File: src/rtl/eudp_pkg.sv
// eudp_pkg: opcode and FSM state types plus default parameters shared by
// eudp_gen2 and its register file.
package eudp_pkg;

  localparam int unsigned DEF_DATA_W      = 8;
  localparam int unsigned DEF_NUM_REGS    = 4;
  localparam int unsigned DEF_ADDR_W      = 8;
  localparam int unsigned DEF_MEM_TIMEOUT = 16;
  localparam int unsigned OP_W            = 4;

  typedef enum logic [OP_W-1:0] {
    OP_NOP    = 4'h0,
    OP_MOV    = 4'h1,
    OP_ADD    = 4'h2,
    OP_SUB    = 4'h3,
    OP_AND    = 4'h4,
    OP_OR     = 4'h5,
    OP_XOR    = 4'h6,
    OP_NOT    = 4'h7,
    OP_SHL    = 4'h8,
    OP_SHR    = 4'h9,
    OP_CMP_EQ = 4'hA,
    OP_CMP_LT = 4'hB,
    OP_LOAD   = 4'hC,
    OP_STORE  = 4'hD,
    OP_RSV_E  = 4'hE,
    OP_RSV_F  = 4'hF
  } op_e;

  typedef enum logic {
    ST_IDLE = 1'b0,
    ST_MEM  = 1'b1
  } state_e;

  // Opcodes that write rd from the ALU and refresh the zero flag.
  function automatic logic op_writes_rd(op_e op);
    return op inside {[OP_MOV:OP_SHR]};
  endfunction

  function automatic logic op_is_mem(op_e op);
    return (op == OP_LOAD) || (op == OP_STORE);
  endfunction

endpackage

File: src/rtl/eudp_regfile.sv
// eudp_regfile: NUM_REGS x DATA_W register file with two asynchronous read
// ports and one synchronous write port; reads return the pre-write value.
module eudp_regfile
  import eudp_pkg::*;
#(
  parameter int unsigned  DATA_W   = DEF_DATA_W,
  parameter int unsigned  NUM_REGS = DEF_NUM_REGS,
  localparam int unsigned RSEL_W   = $clog2(NUM_REGS)
) (
  input  logic              clk,
  input  logic              rst_n,
  input  logic              we_i,
  input  logic [RSEL_W-1:0] wa_i,
  input  logic [DATA_W-1:0] wd_i,
  input  logic [RSEL_W-1:0] ra0_i,
  input  logic [RSEL_W-1:0] ra1_i,
  output logic [DATA_W-1:0] rdata0_c_o,
  output logic [DATA_W-1:0] rdata1_c_o
);

  logic [DATA_W-1:0] regs_q [NUM_REGS];

  always_ff @(posedge clk or negedge rst_n) begin
    if (!rst_n) begin
      for (int i = 0; i < int'(NUM_REGS); i++) begin
        regs_q[i] <= '0;
      end
    end else if (we_i) begin
      regs_q[wa_i] <= wd_i;
    end
  end

  assign rdata0_c_o = regs_q[ra0_i];
  assign rdata1_c_o = regs_q[ra1_i];

endmodule

File: src/rtl/eudp_gen2.sv
// eudp_gen2: register file, single-cycle ALU with flags, and req/ack data port.
// Define EUDP_MEM_TIMEOUT_EN to abort memory requests after MEM_TIMEOUT cycles.
module eudp_gen2
  import eudp_pkg::*;
#(
  parameter int unsigned  DATA_W      = DEF_DATA_W,
  parameter int unsigned  NUM_REGS    = DEF_NUM_REGS,
  parameter int unsigned  ADDR_W      = DEF_ADDR_W,
  parameter int unsigned  MEM_TIMEOUT = DEF_MEM_TIMEOUT,
  localparam int unsigned RSEL_W      = $clog2(NUM_REGS)
) (
  input  logic              clk,
  input  logic              rst,
  input  logic              op_valid_i,
  output logic              op_ready_o,
  input  logic [OP_W-1:0]   op_code_i,
  input  logic [RSEL_W-1:0] rd_sel_i,
  input  logic [RSEL_W-1:0] rs0_sel_i,
  input  logic [RSEL_W-1:0] rs1_sel_i,
  input  logic              imm_sel_i,
  input  logic [DATA_W-1:0] imm_i,
  output logic              mem_req_o,
  output logic              mem_we_o,
  output logic [ADDR_W-1:0] mem_addr_o,
  output logic [DATA_W-1:0] mem_wr_data_o,
  input  logic [DATA_W-1:0] mem_rd_data_i,
  input  logic              mem_ack_i,
  output logic              cmp_flag_o,
  output logic              carry_flag_o,
  output logic              zero_flag_o,
  output logic              err_o
);

  op_e               op_c;
  state_e            state_q, state_d;
  logic              mem_req_q, mem_req_d;
  logic              mem_we_q, mem_we_d;
  logic [ADDR_W-1:0] mem_addr_q, mem_addr_d;
  logic [DATA_W-1:0] mem_wr_data_q, mem_wr_data_d;
  logic [RSEL_W-1:0] mem_rd_q, mem_rd_d;
  logic              carry_q, carry_d;
  logic              zero_q, zero_d;
  logic              cmp_q, cmp_d;
  logic              err_q, err_d;

  logic [RSEL_W-1:0] ra0_c;
  logic [DATA_W-1:0] rdata0_c, rdata1_c, op1_c;
  logic              rf_we_c;
  logic [RSEL_W-1:0] rf_wa_c;
  logic [DATA_W-1:0] rf_wd_c;
  logic [DATA_W-1:0] alu_res_c;
  logic              alu_cy_c;
  logic              tmo_c;

  assign op_c  = op_e'(op_code_i);
  // Memory ops never use op0, so port 0 doubles as the store-data read port.
  assign ra0_c = op_is_mem(op_c) ? rd_sel_i : rs0_sel_i;
  assign op1_c = imm_sel_i ? imm_i : rdata1_c;

  eudp_regfile #(
    .DATA_W   (DATA_W),
    .NUM_REGS (NUM_REGS)
  ) u_regfile (
    .clk        (clk),
    .rst_n      (rst),
    .we_i       (rf_we_c),
    .wa_i       (rf_wa_c),
    .wd_i       (rf_wd_c),
    .ra0_i      (ra0_c),
    .ra1_i      (rs1_sel_i),
    .rdata0_c_o (rdata0_c),
    .rdata1_c_o (rdata1_c)
  );

  // Single-cycle ALU; carry defaults to its held value for non-carry ops.
  always_comb begin
    alu_res_c = '0;
    alu_cy_c  = carry_q;
    case (op_c)
      OP_MOV: alu_res_c = op1_c;
      OP_ADD: {alu_cy_c, alu_res_c} = {1'b0, rdata0_c} + {1'b0, op1_c};
      OP_SUB: begin
        alu_res_c = rdata0_c - op1_c;
        alu_cy_c  = (rdata0_c < op1_c);
      end
      OP_AND: alu_res_c = rdata0_c & op1_c;
      OP_OR:  alu_res_c = rdata0_c | op1_c;
      OP_XOR: alu_res_c = rdata0_c ^ op1_c;
      OP_NOT: alu_res_c = ~rdata0_c;
      OP_SHL: begin
        alu_res_c = {rdata0_c[DATA_W-2:0], 1'b0};
        alu_cy_c  = rdata0_c[DATA_W-1];
      end
      OP_SHR: begin
        alu_res_c = {1'b0, rdata0_c[DATA_W-1:1]};
        alu_cy_c  = rdata0_c[0];
      end
      default: ;
    endcase
  end

`ifdef EUDP_MEM_TIMEOUT_EN
  localparam int unsigned CNT_W = $clog2(MEM_TIMEOUT + 1);

  logic [CNT_W-1:0] tmo_cnt_q, tmo_cnt_d;

  // Counts completed MEM cycles; cleared whenever the FSM is idle.
  always_comb begin
    tmo_cnt_d = '0;
    if (state_q == ST_MEM) begin
      tmo_cnt_d = tmo_cnt_q + CNT_W'(1);
    end
  end

  assign tmo_c = (state_q == ST_MEM) && !mem_ack_i &&
                 (tmo_cnt_q == CNT_W'(MEM_TIMEOUT - 1));

  always_ff @(posedge clk or negedge rst) begin
    if (!rst) begin
      tmo_cnt_q <= '0;
    end else begin
      tmo_cnt_q <= tmo_cnt_d;
    end
  end
`else
  logic unused_timeout_c;

  assign tmo_c            = 1'b0;
  assign unused_timeout_c = (MEM_TIMEOUT != 0);
`endif

  // Next-state, register-file write and flag/memory-port updates.
  always_comb begin
    state_d       = state_q;
    mem_req_d     = mem_req_q;
    mem_we_d      = mem_we_q;
    mem_addr_d    = mem_addr_q;
    mem_wr_data_d = mem_wr_data_q;
    mem_rd_d      = mem_rd_q;
    carry_d       = carry_q;
    zero_d        = zero_q;
    cmp_d         = cmp_q;
    err_d         = 1'b0;
    rf_we_c       = 1'b0;
    rf_wa_c       = rd_sel_i;
    rf_wd_c       = alu_res_c;

    case (state_q)
      ST_IDLE: begin
        if (op_valid_i) begin
          if (op_writes_rd(op_c)) begin
            rf_we_c = 1'b1;
            zero_d  = (alu_res_c == '0);
            carry_d = alu_cy_c;
          end
          if (op_c == OP_CMP_EQ) cmp_d = (rdata0_c == op1_c);
          if (op_c == OP_CMP_LT) cmp_d = (rdata0_c < op1_c);
          if (op_is_mem(op_c)) begin
            state_d       = ST_MEM;
            mem_req_d     = 1'b1;
            mem_we_d      = (op_c == OP_STORE);
            mem_addr_d    = op1_c[ADDR_W-1:0];
            mem_wr_data_d = rdata0_c;
            mem_rd_d      = rd_sel_i;
          end
        end
      end
      ST_MEM: begin
        if (mem_ack_i) begin
          rf_we_c   = !mem_we_q;
          rf_wa_c   = mem_rd_q;
          rf_wd_c   = mem_rd_data_i;
          state_d   = ST_IDLE;
          mem_req_d = 1'b0;
        end else if (tmo_c) begin
          state_d   = ST_IDLE;
          mem_req_d = 1'b0;
          err_d     = 1'b1;
        end
      end
      default: state_d = ST_IDLE;
    endcase
  end

  always_ff @(posedge clk or negedge rst) begin
    if (!rst) begin
      state_q       <= ST_IDLE;
      mem_req_q     <= 1'b0;
      mem_we_q      <= 1'b0;
      mem_addr_q    <= '0;
      mem_wr_data_q <= '0;
      mem_rd_q      <= '0;
      carry_q       <= 1'b0;
      zero_q        <= 1'b0;
      cmp_q         <= 1'b0;
      err_q         <= 1'b0;
    end else begin
      state_q       <= state_d;
      mem_req_q     <= mem_req_d;
      mem_we_q      <= mem_we_d;
      mem_addr_q    <= mem_addr_d;
      mem_wr_data_q <= mem_wr_data_d;
      mem_rd_q      <= mem_rd_d;
      carry_q       <= carry_d;
      zero_q        <= zero_d;
      cmp_q         <= cmp_d;
      err_q         <= err_d;
    end
  end

  assign op_ready_o    = (state_q == ST_IDLE);
  assign mem_req_o     = mem_req_q;
  assign mem_we_o      = mem_we_q;
  assign mem_addr_o    = mem_addr_q;
  assign mem_wr_data_o = mem_wr_data_q;
  assign cmp_flag_o    = cmp_q;
  assign carry_flag_o  = carry_q;
  assign zero_flag_o   = zero_q;
  assign err_o         = err_q;

endmodule

File: config.mk
export PLATFORM = sky130hd
export DESIGN_NAME = eudp_gen2
export DESIGN_NICKNAME = d
export VERILOG_FILES = /design/src/rtl/eudp_pkg.sv /design/src/rtl/eudp_regfile.sv /design/src/rtl/eudp_gen2.sv
export SDC_FILE = /design/constraint.sdc
export NUM_CORES = 1
export LEC_CHECK = 0
export CORE_MARGIN = 2
export CORE_UTILIZATION = 25
export DETAILED_ROUTE_END_ITERATION = 16
export PLACE_DENSITY = 0.51
export SETUP_SLACK_MARGIN = 0.4
export SKIP_LAST_GASP = 1
export SYNTH_ARGS = -nofsm -noshare
export SYNTH_HDL_FRONTEND = slang
export SYNTH_SLANG_ARGS = --single-unit
File: constraint.sdc
create_clock -name clk -period 9.6 [get_ports clk]
set_clock_uncertainty 0.15 [all_clocks]
set_input_delay 2.4 -clock clk [delete_from_list [all_inputs] [get_ports clk]]
set_output_delay 2.4 -clock clk [all_outputs]
set_load 0.02 [all_outputs]
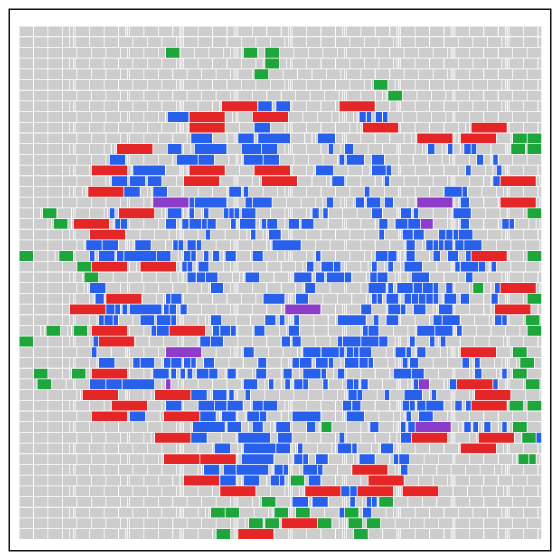
**Above:** run 1 (placed cells, one color a class).
Fill, decap, tap and diode cells in gray.
| color | class | cells |
|---|---|---|
| red | flip-flops | 56 |
| green | other buffers and delay cells | 55 |
| blue | all other logic | 389 |
| purple | clock drivers and dummy loads | 8 |
core area: 0.0174 mm2
sequential cell area share: 0.266
final core utilization: 0.304
cell row count: 48
fin area: 0.00527 mm2

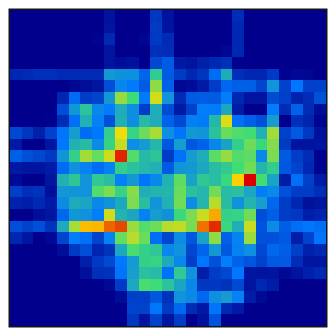
**Above:** run 1 (routed metal per tile).
27 x 27 tiles, from dark blue (low) to red (high), scaled to the fullest tile. Values are wire area over tile area, all layers added.
mean over tiles: 0.13
tiles over half the peak: 8.9%
emptiest ninth of the die: north-west
densest ninth of the die: center
nearly empty tiles: 31%
fullest tile: 0.68
Avg WL per Cell: 20.3 um
vias post-DR: 3,876
gr usage total: 0.165
wirelength, routed: 14.9 mm

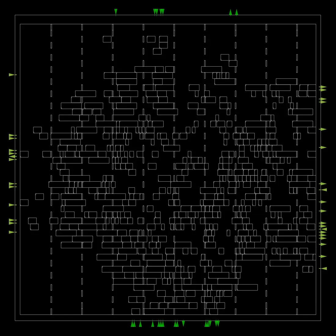
**Above:** run 1 (cell outlines without signal wires).
Final Non-Filler Cells: 733
sequential cells: 56
# Taps: 225

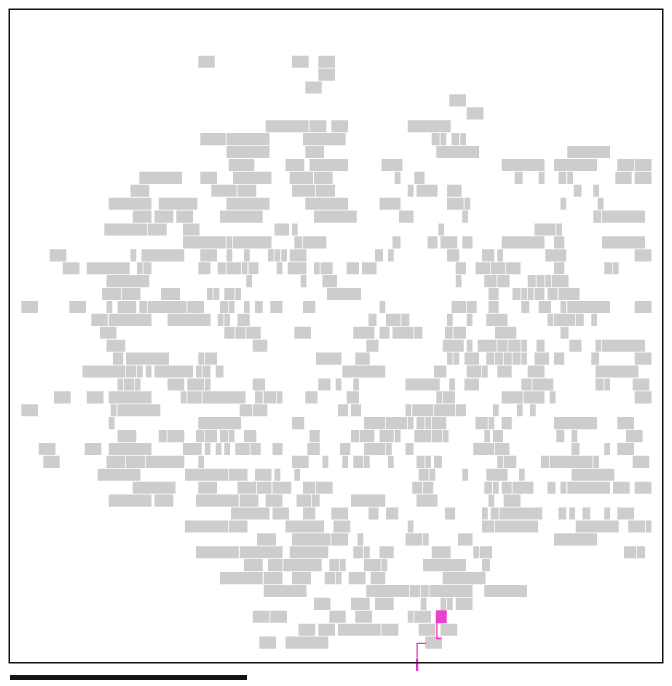
**Above:** run 1 (nets reached from selected ports).
The bar under the picture is 50 um long.
| color | port | direction | edge | end cells | buffers | wire |
|---|---|---|---|---|---|---|
| magenta | op_valid_i | input | south | 1 | 1 | 10.4 um |
number of I/O port buffers: 52
I/O Pins: 54

==> flow_summary.yaml, run 1 <==
# flow metrics
placement:
  place_inst: 725
  hpwl_mm: 11.6
synthesis:
  top_cell: "nand2_1"
  ys_seq_frac: 0.315
  ys_top_logic_family: "multiplexers"
  synth-adder-area-share: 0.0765
  edf_count: 0
  top_area_frac: 0.315
  synth-xor-area-share: 0.0138
  top_area_cell: "dfrtp_1"
  avgSynthCellArea_um2: 9.34
  ys.warnings.count: 0
  synthArstFlopShare: 1.00
  synthesis.nets: 533
  mux_area_frac: 0.211
  synth_area_mm2: 0.00445
  yosys-top-cells-count: "nand2_1, dfrtp_1, mux2_2, o21ai_0, inv_1"
grt:
  overflow: 0
  top_usage_layer: "met2"
  grt_max_degree: 57
  gr-usage-met1: 0.224
  grt_use_met2: 0.260
  antenna_found_initial: 0
  gr-usage-met3: 0.0412
critical_path:
  startpoint_type: "input pin"
  worstSetupPathType: "in -> reg"
  end_kind: "flop"
  critPathCapture: "u_regfile.regs_q[22]"
  reg2reg_to: "u_regfile.regs_q[22]"
  crit_chain: "clkdlybuf4s50_1, nand3b_4, a21o_1, mux2i_1, mux2i_1, ha_1, nor3b_1, a211oi_1, o31ai_1, xor2_1, o22ai_1, a211oi_1, o21ai_0, mux2_2"
  crit_required_ns: 9.65
  worstSetupPathDepth: 14
  cp_data_arrival_time_ns: 7.56
  critical_path.max_fanout: 19
  r2r_cells: 12
  max_stage_delay_ns: 1.02
cells_and_area:
  fill_cells: 1824
  largest_register_ffs: 32
  sh_comb_area: 0.532
  layout_top_cells: "nand2_1, dfrtp_1, clkdlybuf4s50_1, mux2_2, o21ai_0"
  synthToLayoutAreaGrowth_pct: 18.5
  buf_share: 0.102
  final-clk-cell-share: 0.0275
  regMostFlops: "u_regfile.regs_q"
  diodes: 0
  comb_area_mm2: 0.00280
  inv_count: 27
  num-nonclk-buffers: 55
  drive_gt1_frac: 0.132
  dominant_cells: "combinational gates"
clock_network:
  clockBufferDepth: 2
  cts_hold_buf: 0
  cts_tree: "built"
  cts.sinks: 56
  cts_resized: 0
timing:
  hold_violations: 0
  tightestPinTransition_ns: 1.18
  setup_viol: 0
  finalSetupTns_ns: 0
  holdWs_ns: 0.332
  maxSlewHeadroom: 0.209
  slew_violations: 0
  rsz0062_at_grt: "false"
pwr:
  p_int_mw: 0.647
  p_sw_mw: 0.469
  p_leak_nw: 2.25
  power.density_mw_per_mm2: 212
  power_frac_seq: 0.324
  p_sw_frac: 0.420
  p_comb_mw: 0.565
  powerSeq_mw: 0.361
drt:
  drc: 0
  drtPass1Iterations: 5
  drt_iter0_markers: 285
  routed-wl-met2_mm: 6.74
die:
  fp_util: 0.256
  die_x_um: 137
  chipHeight_um: 137
  die_area_mm2: 0.0189
run_status:
  status: "finished, final reports clean"
hold_path:
  hp-start: "mem_addr_o[3]"
  hp-class: "reg -> reg"
job:
  warnings: 41
==> run 2, diff against run 1 <==
Settings changed: PLACE_DENSITY 0.51 to 0.53.
Clock period 9.6 ns to 6.1 ns, I/O delays scaled along.
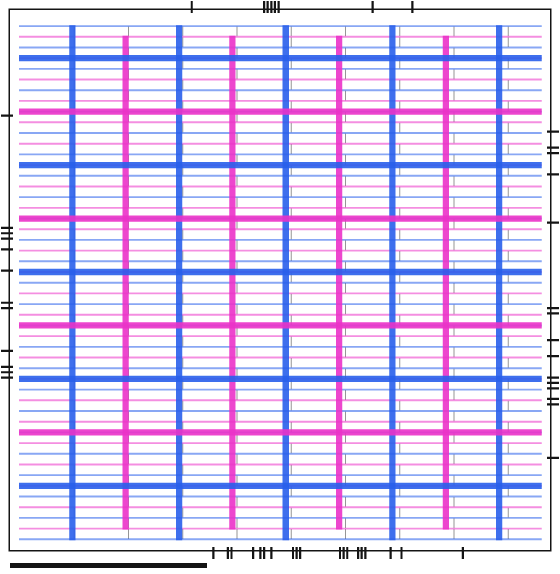
**Above:** run 2 (floorplan with the power grid).
The bar under the picture is 50 um long. Pins as bars on the die edge. Tap cells in gray.
| color | net |
|---|---|
| magenta | VDD |
| blue | VSS |
met1 rails: 49
met4 straps: 9
met5 straps: 9
signal pins: 54
tap cells: 225
VDD IR-drop max: 148 uV
die width: 137 um
chip height: 137 um

==> flow_summary.yaml, run 2 <==
# flow metrics
run_status:
  status: "finished, final reports clean"
critical_path:
  worstSetupPathType: "in -> reg"
  crit_required_ns: 6.15
  crit_chain: "clkdlybuf4s50_1, and4b_1, a21oi_2, buf_4, a21oi_1, a22oi_1, buf_4, ha_1, nor2b_1, o2111ai_1, o21ai_0, o41ai_1, xnor2_1, o211ai_1, a22o_1, mux2_2"
  max_stage_delay_ns: 0.62
  reg2reg_to: "u_regfile.regs_q[6]"
  r2r_cells: 13
  cp_data_arrival_time_ns: 5.54
  worstSetupPathDepth: 16
  crit_start: "op_code_i[1]"
  critPathCapture: "u_regfile.regs_q[7]"
  end_kind: "flop"
  crit_family: "AND-OR/OR-AND gates"
  critical_path.max_fanout: 7
cells_and_area:
  layout_top_cells: "nand2_1, dfrtp_1, clkdlybuf4s50_1, mux2_2, o21ai_0"
  drive_gt1_frac: 0.184
  buf_share: 0.137
  seq_cell_count: 56
  largest_register_ffs: 32
  synthToLayoutAreaGrowth_pct: 24.2
  sh_comb_area: 0.511
  diodes: 0
  final_area_mm2: 0.00552
  inv_count: 27
  final-clk-cell-share: 0.0285
  fill_cells: 1782
  fin_cells: 759
  comb_area_mm2: 0.00282
  post-route-util: 0.318
  regMostFlops: "u_regfile.regs_q"
  dominant_cells: "combinational gates"
  nClkBuffers: 6
  seq_share: 0.254
drt:
  wl_per_cell_um: 19.0
  met3WireLength_um: 624
  drtPass1Iterations: 5
  drt_iter0_markers: 352
  finalWirelength_mm: 14.4
  num_vias: 3936
  drc: 0
  routed-wl-met2_mm: 6.75
job:
  warnings: 41
timing:
  tightestPinTransition_ns: 0.964
  fin_crit_ns: 5.50
  holdWs_ns: 0.327
  hold_violations: 0
  finalSetupTns_ns: 0
  rsz0062_at_grt: "false"
  slew_violations: 0
  setup_viol: 0
hold_path:
  hp-start: "mem_addr_o[0]"
  hp-class: "reg -> reg"
die:
  rows: 48
  core_mm2: 0.0174
  tapCellCount: 225
  fp_util: 0.256
  pin_count: 54
  die_area_mm2: 0.0189
synthesis:
  top_area_cell: "dfrtp_1"
  synth-adder-area-share: 0.0765
  synthArstFlopShare: 1.00
  ys_seq_frac: 0.315
  top_area_frac: 0.315
  ys_top_logic_family: "multiplexers"
  ys.warnings.count: 0
  avgSynthCellArea_um2: 9.34
  synth_area_mm2: 0.00445
  edf_count: 0
  synth-xor-area-share: 0.0138
  synthesis.nets: 533
  top_cell: "nand2_1"
  yosys-top-cells-count: "nand2_1, dfrtp_1, mux2_2, o21ai_0, inv_1"
  mux_area_frac: 0.211
pwr:
  p_int_mw: 1.07
  p_sw_mw: 0.747
  p_sw_frac: 0.412
  power.density_mw_per_mm2: 329
  powerSeq_mw: 0.576
  p_leak_nw: 2.40
  power_frac_seq: 0.317
  p_comb_mw: 0.928
clock_network:
  cts_resized: 0
  cts_hold_buf: 0
  cts_tree: "built"
  clockBufferDepth: 2
  cts.sinks: 56
grt:
  grt_max_degree: 57
  grt_usage: 0.160
  overflow: 0
  grt_use_met2: 0.259
  gr-usage-met3: 0.0269
  antenna_found_initial: 0
  gr-usage-met1: 0.216
  top_usage_layer: "met2"
placement:
  pre_cts_slack_ns: 0.238
  io_buffers: 52
  hpwl_mm: 11.6
  place_inst: 751
==> run 3, diff against run 2 <==
Settings changed: ABC_AREA from default to 1, CAP_MARGIN from default to 20, CORE_UTILIZATION 25 to 32, PLACE_DENSITY 0.53 to 0.61.
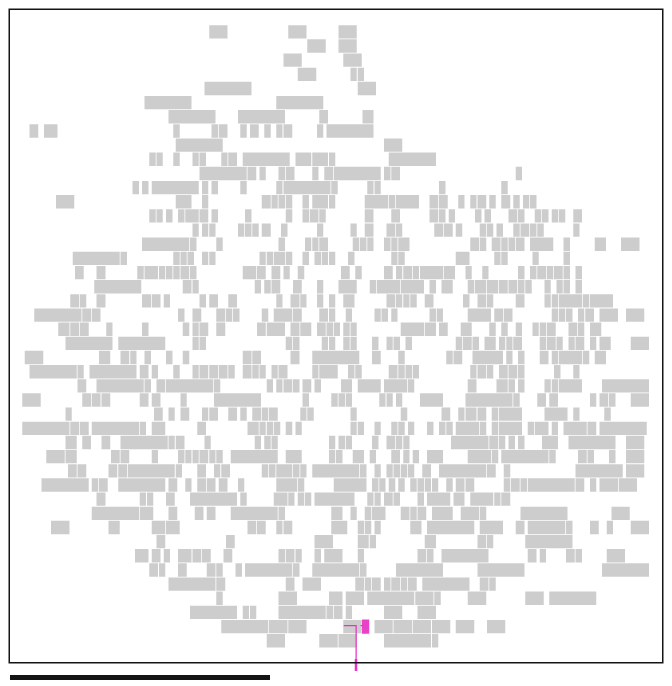
**Above:** run 3 (nets reached from selected ports).
The bar under the picture is 50 um long.
| color | port | direction | edge | end cells | buffers | wire |
|---|---|---|---|---|---|---|
| magenta | op_valid_i | input | south | 1 | 1 | 9.40 um |

==> flow_summary.yaml, run 3 <==
# flow metrics
cells_and_area:
  sh_comb_area: 0.507
  seq_cell_count: 56
  post-route-util: 0.384
  fin_cells: 970
  buf_share: 0.103
  seq_share: 0.253
  diodes: 0
  final-clk-cell-share: 0.0287
  drive_gt1_frac: 0.0662
  fill_cells: 1563
  comb_area_mm2: 0.00281
  synthToLayoutAreaGrowth_pct: 17.7
clock_network:
  cts_resized: 0
  cts_hold_buf: 0
  cts_tree: "built"
  clockBufferDepth: 2
  cts.sinks: 56
placement:
  pre_cts_slack_ns: 0.668
  io_buffers: 52
pwr:
  p_int_mw: 0.945
  powerSeq_mw: 0.561
  p_leak_nw: 2.80
  power_frac_seq: 0.323
  power.density_mw_per_mm2: 314
  p_sw_mw: 0.792
  vdd_drop_max_uv: 122
timing:
  holdWs_ns: 0.336
  rsz0062_at_grt: "false"
  setup_viol: 0
  tightestPinTransition_ns: 0.937
  maxSlewHeadroom: 0.375
  finalSetupTns_ns: 0
  slew_violations: 0
synthesis:
  synthArstFlopShare: 1.00
  synthesis.nets: 800
  avgSynthCellArea_um2: 6.33
  ys.warnings.count: 0
  yosys-top-cells-count: "nand2_1, nand3_1, inv_1, dfrtp_1, nor2_1"
  synth-xor-area-share: 0.00186
  mux_area_frac: 0.00239
  top_area_frac: 0.298
  top_cell: "nand2_1"
  ys_top_logic_family: "simple AND/OR/NAND/NOR gates"
  synth_area_mm2: 0.00470
  edf_count: 0
  synth-adder-area-share: 0.0724
drt:
  met3WireLength_um: 917
  drc: 0
  wl_per_cell_um: 16.4
  finalWirelength_mm: 15.9
  drtPass1Iterations: 6
  routed-wl-met2_mm: 7.32
die:
  rows: 44
  core_mm2: 0.0144
  chipHeight_um: 125
  tapCellCount: 184
  fp_util: 0.326
  die_area_mm2: 0.0157
  pin_count: 54
  die_x_um: 125
hold_path:
  hp-class: "reg -> reg"
  hp-start: "mem_wr_data_o[1]"
critical_path:
  critPathCapture: "zero_flag_o"
  worstSetupPathType: "in -> reg"
  reg2reg_to: "zero_flag_o"
  cp_data_arrival_time_ns: 5.21
  crit_chain: "clkdlybuf4s50_1, nand4_4, nand2_2, nand2_1, nand3_1, nand2_1, ha_1, nand2_1, inv_1, nand2_1, nand2_1, nand2_1, nand3_1, nand2_1, nor2_1, nand2_1, nor2_1, nand2_1, nor2_1, nand2_1, nand2_1"
  crit_start: "op_code_i[3]"
  startpoint_type: "input pin"
  worstSetupPathDepth: 21
  max_stage_delay_ns: 0.68
  r2r_cells: 18
grt:
  top_usage_layer: "met2"
  grt_usage: 0.205
  antenna_found_initial: 0
  grt_use_met2: 0.337
  overflow: 0
job:
  warnings: 41
run_status:
  status: "finished, final reports clean"
Power figures rest on the tool's default switching activity, not on a simulated workload.
